Fig. 1: routed metal, one color a layer
Scale bar: 20 um.
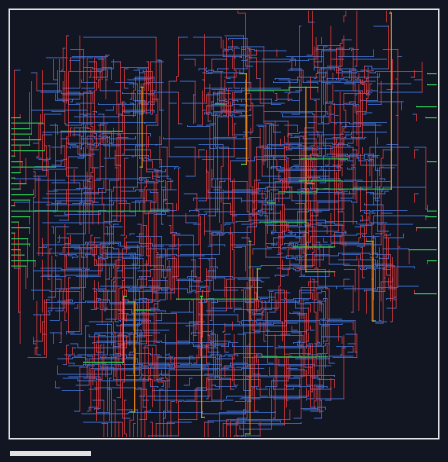
Fig. 2: nets reached from selected ports
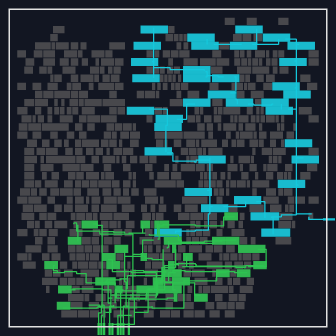
File: config.mk
export PLATFORM = sky130hd
export DESIGN_NAME = enemy_life_flat
export DESIGN_NICKNAME = d
export VERILOG_FILES = /design/src/rtl/enemy_life_if.sv /design/src/rtl/enemy_life.sv /design/src/flat_wrapper.sv
export SDC_FILE = /design/constraint.sdc
export NUM_CORES = 1
export LEC_CHECK = 0
export CAP_MARGIN = 20
export CORE_MARGIN = 2
export CORE_UTILIZATION = 39
export CTS_CLUSTER_DIAMETER = 60
export DETAILED_ROUTE_END_ITERATION = 8
export PLACE_DENSITY = 0.61
export SETUP_SLACK_MARGIN = 0.05
export SLEW_MARGIN = 5
export SYNTH_ARGS = -nofsm -noshare
export SYNTH_HDL_FRONTEND = slang
export SYNTH_SLANG_ARGS = --single-unit
export TNS_END_PERCENT = 5
File: constraint.sdc
create_clock -name Clk -period 2.6 [get_ports Clk]
set_clock_uncertainty 0.05 [all_clocks]
set_input_delay 0.39 -clock Clk [delete_from_list [all_inputs] [get_ports Clk]]
set_output_delay 0.39 -clock Clk [all_outputs]
set_load 0.02 [all_outputs]
File: src/rtl/enemy_life_if.sv
// Signal bundle between one enemy's life manager and the game top level:
// frame strobe, enemy/bullet/player positions in, life state and event pulses out.
interface enemy_life_if;
  logic       frame_clk;
  logic [8:0] Obj_X_Pos;
  logic [8:0] Obj_Y_Pos;
  logic [8:0] Bullet_X;
  logic [8:0] Bullet_Y;
  logic       bullet_valid;
  logic [8:0] Player_X;
  logic [8:0] Player_Y;
  logic       is_alive;
  logic       is_hurt;
  logic [2:0] hp;
  logic       bullet_hit;
  logic       kill;
  logic       respawn;
  logic       player_hit;
  logic [7:0] kill_count;

  modport master (
    output frame_clk, Obj_X_Pos, Obj_Y_Pos, Bullet_X, Bullet_Y, bullet_valid,
           Player_X, Player_Y,
    input  is_alive, is_hurt, hp, bullet_hit, kill, respawn, player_hit, kill_count
  );

  modport slave (
    input  frame_clk, Obj_X_Pos, Obj_Y_Pos, Bullet_X, Bullet_Y, bullet_valid,
           Player_X, Player_Y,
    output is_alive, is_hurt, hp, bullet_hit, kill, respawn, player_hit, kill_count
  );
endinterface

File: src/rtl/enemy_life.sv
// Per-enemy life/collision manager: resolves bullet hits and player contact once
// per frame tick, tracks HP, invulnerability and respawn, and emits event pulses.
module enemy_life #(
  parameter int id             = 0,
  parameter int MAX_HP         = 3,
  parameter int Width          = 26,
  parameter int Height         = 26,
  parameter int BULLET_SIZE    = 4,
  parameter int PLAYER_SIZE    = 26,
  parameter int INVULN_FRAMES  = 8,
  parameter int RESPAWN_FRAMES = 120,
  parameter int CONTACT_FRAMES = 30
) (
  input  logic        Clk,
  input  logic        Reset_n,
  enemy_life_if.slave bus
);

  typedef enum logic [1:0] {ALIVE, HURT, DEAD} state_t;

  localparam logic [2:0] HP_INIT     = 3'(MAX_HP);
  localparam logic [7:0] INVULN_INIT = 8'(INVULN_FRAMES);
  localparam logic [7:0] RESP_INIT   = 8'(RESPAWN_FRAMES);
  localparam logic [7:0] CONT_INIT   = 8'(CONTACT_FRAMES);
  localparam logic [9:0] ENEMY_W     = 10'(Width);
  localparam logic [9:0] ENEMY_H     = 10'(Height);
  localparam logic [9:0] BULLET_E    = 10'(BULLET_SIZE);
  localparam logic [9:0] PLAYER_E    = 10'(PLAYER_SIZE);

  // The instance tag has no logic; it only names a block in the elaborated tree.
  if (id < 0) begin : g_negative_id
  end

  state_t     state_reg, state_next;
  logic [2:0] hp_reg, hp_next;
  logic [7:0] timer_reg, timer_next;
  logic [7:0] cool_reg, cool_next;
  logic [7:0] kills_reg, kills_next;
  logic       fdly_reg, tick_reg;
  logic       bullet_hit_reg, bullet_hit_next;
  logic       kill_reg, kill_next;
  logic       respawn_reg, respawn_next;
  logic       player_hit_reg, player_hit_next;
  logic       bov, pov;

  // Half-open box test done in 10 bits so boxes near X/Y=511 do not wrap.
  function automatic logic boxes_overlap(
    input logic [8:0] ax, input logic [8:0] ay, input logic [9:0] aw, input logic [9:0] ah,
    input logic [8:0] bx, input logic [8:0] by, input logic [9:0] bw, input logic [9:0] bh
  );
    boxes_overlap = ({1'b0, bx} < ({1'b0, ax} + aw)) && ({1'b0, ax} < ({1'b0, bx} + bw)) &&
                    ({1'b0, by} < ({1'b0, ay} + ah)) && ({1'b0, ay} < ({1'b0, by} + bh));
  endfunction

  assign bov = bus.bullet_valid &&
               boxes_overlap(bus.Obj_X_Pos, bus.Obj_Y_Pos, ENEMY_W, ENEMY_H,
                             bus.Bullet_X, bus.Bullet_Y, BULLET_E, BULLET_E);
  assign pov = boxes_overlap(bus.Obj_X_Pos, bus.Obj_Y_Pos, ENEMY_W, ENEMY_H,
                             bus.Player_X, bus.Player_Y, PLAYER_E, PLAYER_E);

  always_ff @(posedge Clk or negedge Reset_n) begin
    if (!Reset_n) begin
      state_reg      <= ALIVE;
      hp_reg         <= HP_INIT;
      timer_reg      <= 8'd0;
      cool_reg       <= 8'd0;
      kills_reg      <= 8'd0;
      fdly_reg       <= 1'b0;
      tick_reg       <= 1'b0;
      bullet_hit_reg <= 1'b0;
      kill_reg       <= 1'b0;
      respawn_reg    <= 1'b0;
      player_hit_reg <= 1'b0;
    end else begin
      fdly_reg       <= bus.frame_clk;
      tick_reg       <= bus.frame_clk & ~fdly_reg;
      state_reg      <= state_next;
      hp_reg         <= hp_next;
      timer_reg      <= timer_next;
      cool_reg       <= cool_next;
      kills_reg      <= kills_next;
      bullet_hit_reg <= bullet_hit_next;
      kill_reg       <= kill_next;
      respawn_reg    <= respawn_next;
      player_hit_reg <= player_hit_next;
    end
  end

  always_comb begin
    state_next      = state_reg;
    hp_next         = hp_reg;
    timer_next      = timer_reg;
    cool_next       = cool_reg;
    kills_next      = kills_reg;
    bullet_hit_next = 1'b0;
    kill_next       = 1'b0;
    respawn_next    = 1'b0;
    player_hit_next = 1'b0;

    if (tick_reg) begin
      case (state_reg)
        ALIVE: begin
          if (bov) begin
            bullet_hit_next = 1'b1;
            if (hp_reg > 3'd1) begin
              hp_next    = hp_reg - 3'd1;
              timer_next = INVULN_INIT;
              state_next = HURT;
            end else begin
              hp_next    = 3'd0;
              kill_next  = 1'b1;
              timer_next = RESP_INIT;
              state_next = DEAD;
              if (kills_reg != 8'hFF) kills_next = kills_reg + 8'd1;
            end
          end
        end
        HURT: begin
          timer_next = timer_reg - 8'd1;
          if (timer_reg == 8'd1) state_next = ALIVE;
        end
        DEAD: begin
          timer_next = timer_reg - 8'd1;
          if (timer_reg == 8'd1) begin
            state_next   = ALIVE;
            hp_next      = HP_INIT;
            respawn_next = 1'b1;
          end
        end
        default: state_next = ALIVE;
      endcase

      // Contact uses the pre-tick state, so a lethal hit and contact can both pulse.
      if (state_reg != DEAD && pov && cool_reg == 8'd0) begin
        player_hit_next = 1'b1;
        cool_next       = CONT_INIT;
      end else if (cool_reg != 8'd0) begin
        cool_next = cool_reg - 8'd1;
      end
    end
  end

  assign bus.is_alive   = (state_reg != DEAD);
  assign bus.is_hurt    = (state_reg == HURT);
  assign bus.hp         = hp_reg;
  assign bus.bullet_hit = bullet_hit_reg;
  assign bus.kill       = kill_reg;
  assign bus.respawn    = respawn_reg;
  assign bus.player_hit = player_hit_reg;
  assign bus.kill_count = kills_reg;

endmodule

File: src/flat_wrapper.sv
// flat-port wrapper written by rule: the top's interface ports become plain ports
module enemy_life_flat 
#(
  parameter int id             = 0,
  parameter int MAX_HP         = 3,
  parameter int Width          = 26,
  parameter int Height         = 26,
  parameter int BULLET_SIZE    = 4,
  parameter int PLAYER_SIZE    = 26,
  parameter int INVULN_FRAMES  = 8,
  parameter int RESPAWN_FRAMES = 120,
  parameter int CONTACT_FRAMES = 30
)
  (Clk, Reset_n, bus_frame_clk, bus_Obj_X_Pos, bus_Obj_Y_Pos, bus_Bullet_X, bus_Bullet_Y, bus_bullet_valid, bus_Player_X, bus_Player_Y, bus_is_alive, bus_is_hurt, bus_hp, bus_bullet_hit, bus_kill, bus_respawn, bus_player_hit, bus_kill_count);
  enemy_life_if bus_i ();
  input  logic Clk;
  input  logic Reset_n;
  input wire logic [$bits(bus_i.frame_clk)-1:0] bus_frame_clk;
  input wire logic [$bits(bus_i.Obj_X_Pos)-1:0] bus_Obj_X_Pos;
  input wire logic [$bits(bus_i.Obj_Y_Pos)-1:0] bus_Obj_Y_Pos;
  input wire logic [$bits(bus_i.Bullet_X)-1:0] bus_Bullet_X;
  input wire logic [$bits(bus_i.Bullet_Y)-1:0] bus_Bullet_Y;
  input wire logic [$bits(bus_i.bullet_valid)-1:0] bus_bullet_valid;
  input wire logic [$bits(bus_i.Player_X)-1:0] bus_Player_X;
  input wire logic [$bits(bus_i.Player_Y)-1:0] bus_Player_Y;
  output wire logic [$bits(bus_i.is_alive)-1:0] bus_is_alive;
  output wire logic [$bits(bus_i.is_hurt)-1:0] bus_is_hurt;
  output wire logic [$bits(bus_i.hp)-1:0] bus_hp;
  output wire logic [$bits(bus_i.bullet_hit)-1:0] bus_bullet_hit;
  output wire logic [$bits(bus_i.kill)-1:0] bus_kill;
  output wire logic [$bits(bus_i.respawn)-1:0] bus_respawn;
  output wire logic [$bits(bus_i.player_hit)-1:0] bus_player_hit;
  output wire logic [$bits(bus_i.kill_count)-1:0] bus_kill_count;
  assign bus_i.frame_clk = bus_frame_clk;
  assign bus_i.Obj_X_Pos = bus_Obj_X_Pos;
  assign bus_i.Obj_Y_Pos = bus_Obj_Y_Pos;
  assign bus_i.Bullet_X = bus_Bullet_X;
  assign bus_i.Bullet_Y = bus_Bullet_Y;
  assign bus_i.bullet_valid = bus_bullet_valid;
  assign bus_i.Player_X = bus_Player_X;
  assign bus_i.Player_Y = bus_Player_Y;
  assign bus_is_alive = bus_i.is_alive;
  assign bus_is_hurt = bus_i.is_hurt;
  assign bus_hp = bus_i.hp;
  assign bus_bullet_hit = bus_i.bullet_hit;
  assign bus_kill = bus_i.kill;
  assign bus_respawn = bus_i.respawn;
  assign bus_player_hit = bus_i.player_hit;
  assign bus_kill_count = bus_i.kill_count;
  enemy_life #(.id(id), .MAX_HP(MAX_HP), .Width(Width), .Height(Height), .BULLET_SIZE(BULLET_SIZE), .PLAYER_SIZE(PLAYER_SIZE), .INVULN_FRAMES(INVULN_FRAMES), .RESPAWN_FRAMES(RESPAWN_FRAMES), .CONTACT_FRAMES(CONTACT_FRAMES)) u_core (.Clk(Clk), .Reset_n(Reset_n), .bus(bus_i));
endmodule
==> flow_summary.ini <==
; physical design summary
[yosys]
yosys.area_share.simple_pct = 21.4
topCellsByArea = ha_1, dfrtp_1, xor2_1
synth-main-ff-cell = dfrtp_1
synthXorXnorAreaFrac_pct = 8.88
fa_ha_area_share_pct = 22.0
mux_share_pct = 2.13
ys_seq_share_pct = 21.7
async_reset_ff_share_pct = 100
synth_cell_types = 67
yosysWarnings = 0
ys_sh_aoi_pct = 20.7
synth-edff-count = 0

[grt]
antenna_found_initial = 0
globalRouteOverflowTotal = 0
grt_pass1_wl_um = 20000
met1_usage_pct = 26.6
grt_max_degree = 36
use_met2_pct = 39.2

[worst_setup_path]
r2r-start = u_core.cool_reg[0]
cp.buffers_inverters = 2
cpPeakStageDelay_ns = 0.46
critical-path-top-delay-family = AND-OR/OR-AND gates
ff2ff_path_depth = 9
crit_chain = clkdlybuf4s50_1 > xnor2_1 > ha_2 > a2111o_1 > a21oi_2 > o21ai_1 > a221oi_2 > buf_4 > nand3b_4 > nor2_8 > and2_4 > mux2_4
reg2reg_slack_ns = 0.35
path_max_fanout = 4
cpMaxStageDelayCell = clkdlybuf4s50_1
path_depth = 12

[place]
place_worst_setup_slack_ns = -1.03
postPlaceCellArea_sq_mm = 0.00573
hpwl_um = 9460
gp_congestion = 0.904

[sta]
drv_slew = 0
max_freq_mhz = 351
hold_viol = 0
period_used_pct = 110
fin_ws_ns = -0.249
tightest_slew_ns = 0.797
grt_setup_unrepaired = true
setup_viol = 26

[outcome]
status = finished, violations left
violations = setup timing

[detailed_routing]
routedLengthMet1_um = 5270
first_pass_iters = 4
wl_met2_um = 6010
drtIter0Drc = 139
drc = 0
vias = 4266

[job]
warnings = 35
max_cap_viol_count = 0

[die]
core_sq_mm = 0.0102
die_h_um = 106
die_width_um = 106

[clocking]
ctsHoldBuffers = 0
clk_pin_slew_ns = 0.08
cts.path.max_buffers = 2
cts_sinks = 35
cts_tree = built

[power_and_ir_drop]
swShare_pct = 44.0
finalPower_w = 0.00330

[final_layout]
lay_top_cells = buf_4, ha_1, clkdlybuf4s50_1
Notes on Fig. 1 above:
metal 3: drawn in green, wire length 361 um. metal 2: drawn in red, wire length 6,010 um. metal 1: drawn in blue, wire length 5,270 um. metal 4: drawn in orange, wire length 280 um.
GR Util All Layers: 21.8%
mean routed wirelength per cell: 14.8 um
final wirelength: 11,900 um

Notes on Fig. 2 above:
Reset_n: drawn in cyan, bits 1, direction input, end cells 35, buffers 1, wire 295 um. bus_Obj_Y_Pos: drawn in green, bits 9, direction input, end cells 34, buffers 22, wire 782 um.
PortBufs: 74
I/O Pins: 75

through the flow:
| stage | std cells | hold slack, ns | setup TNS, ns |
|---|---|---|---|
| global placement | 784 | 0.336 | -24.20 |
| floorplan | 472 | 0.0444 | -3.62 |
| CTS | 800 | 0.146 | -4.67 |
| detailed placement | 784 | 0.339 | -26.58 |
| finish | 804 | 0.121 | -3.95 |
| global route | 804 | 0.192 | -6.27 |
what timing repair did:
item | 4_1_cts | 5_1_grt
buffers inserted | 8 | 4
setup endpoints to repair | 29 | 29
pin swaps | 50 | 32
gates resized | 93 | 43
cloned | 0 | 0
power groups by stage:
| stage | logic (W) | clock network, W | registers (W) |
|---|---|---|---|
| 3_5_place_dp | 0.00184 | 0 | 0.000878 |
| 4_1_cts | 0.00195 | 0.000428 | 0.000872 |
| 6_report | 0.00201 | 0.000414 | 0.000880 |
| 2_1_floorplan | 0.00110 | 0 | 0.000883 |
| 5_1_grt | 0.00226 | 0.000441 | 0.000906 |
| 3_3_place_gp | 0.00180 | 0 | 0.000872 |
worst reg2reg max path: cells and delay by family (launching register included):
| kind | cells | cell delay (ns) |
|---|---|---|
| AOI/OAI and AO/OA | 2 | 0.42 |
| DFF | 1 | 0.42 |
| adders and majority gates | 1 | 0.19 |
| muxes | 1 | 0.23 |
| and+or+nand+nor | 3 | 0.63 |
| buffers and inverters | 2 | 0.24 |
layout make-up:
class                   instances  area [sq um]  share of cell area, %
multi-input cells             405          3380                   54.0
repair buffers                193          1640                   26.2
flip-flops and latches         35           878                   14.0
well taps                     136           170                   2.72
inverters                      27           101                   1.62
clock buffers                   5          68.8                   1.10
clock inverters                 3          20.0                  0.320
Power figures rest on the tool's default switching activity, not on a simulated workload.
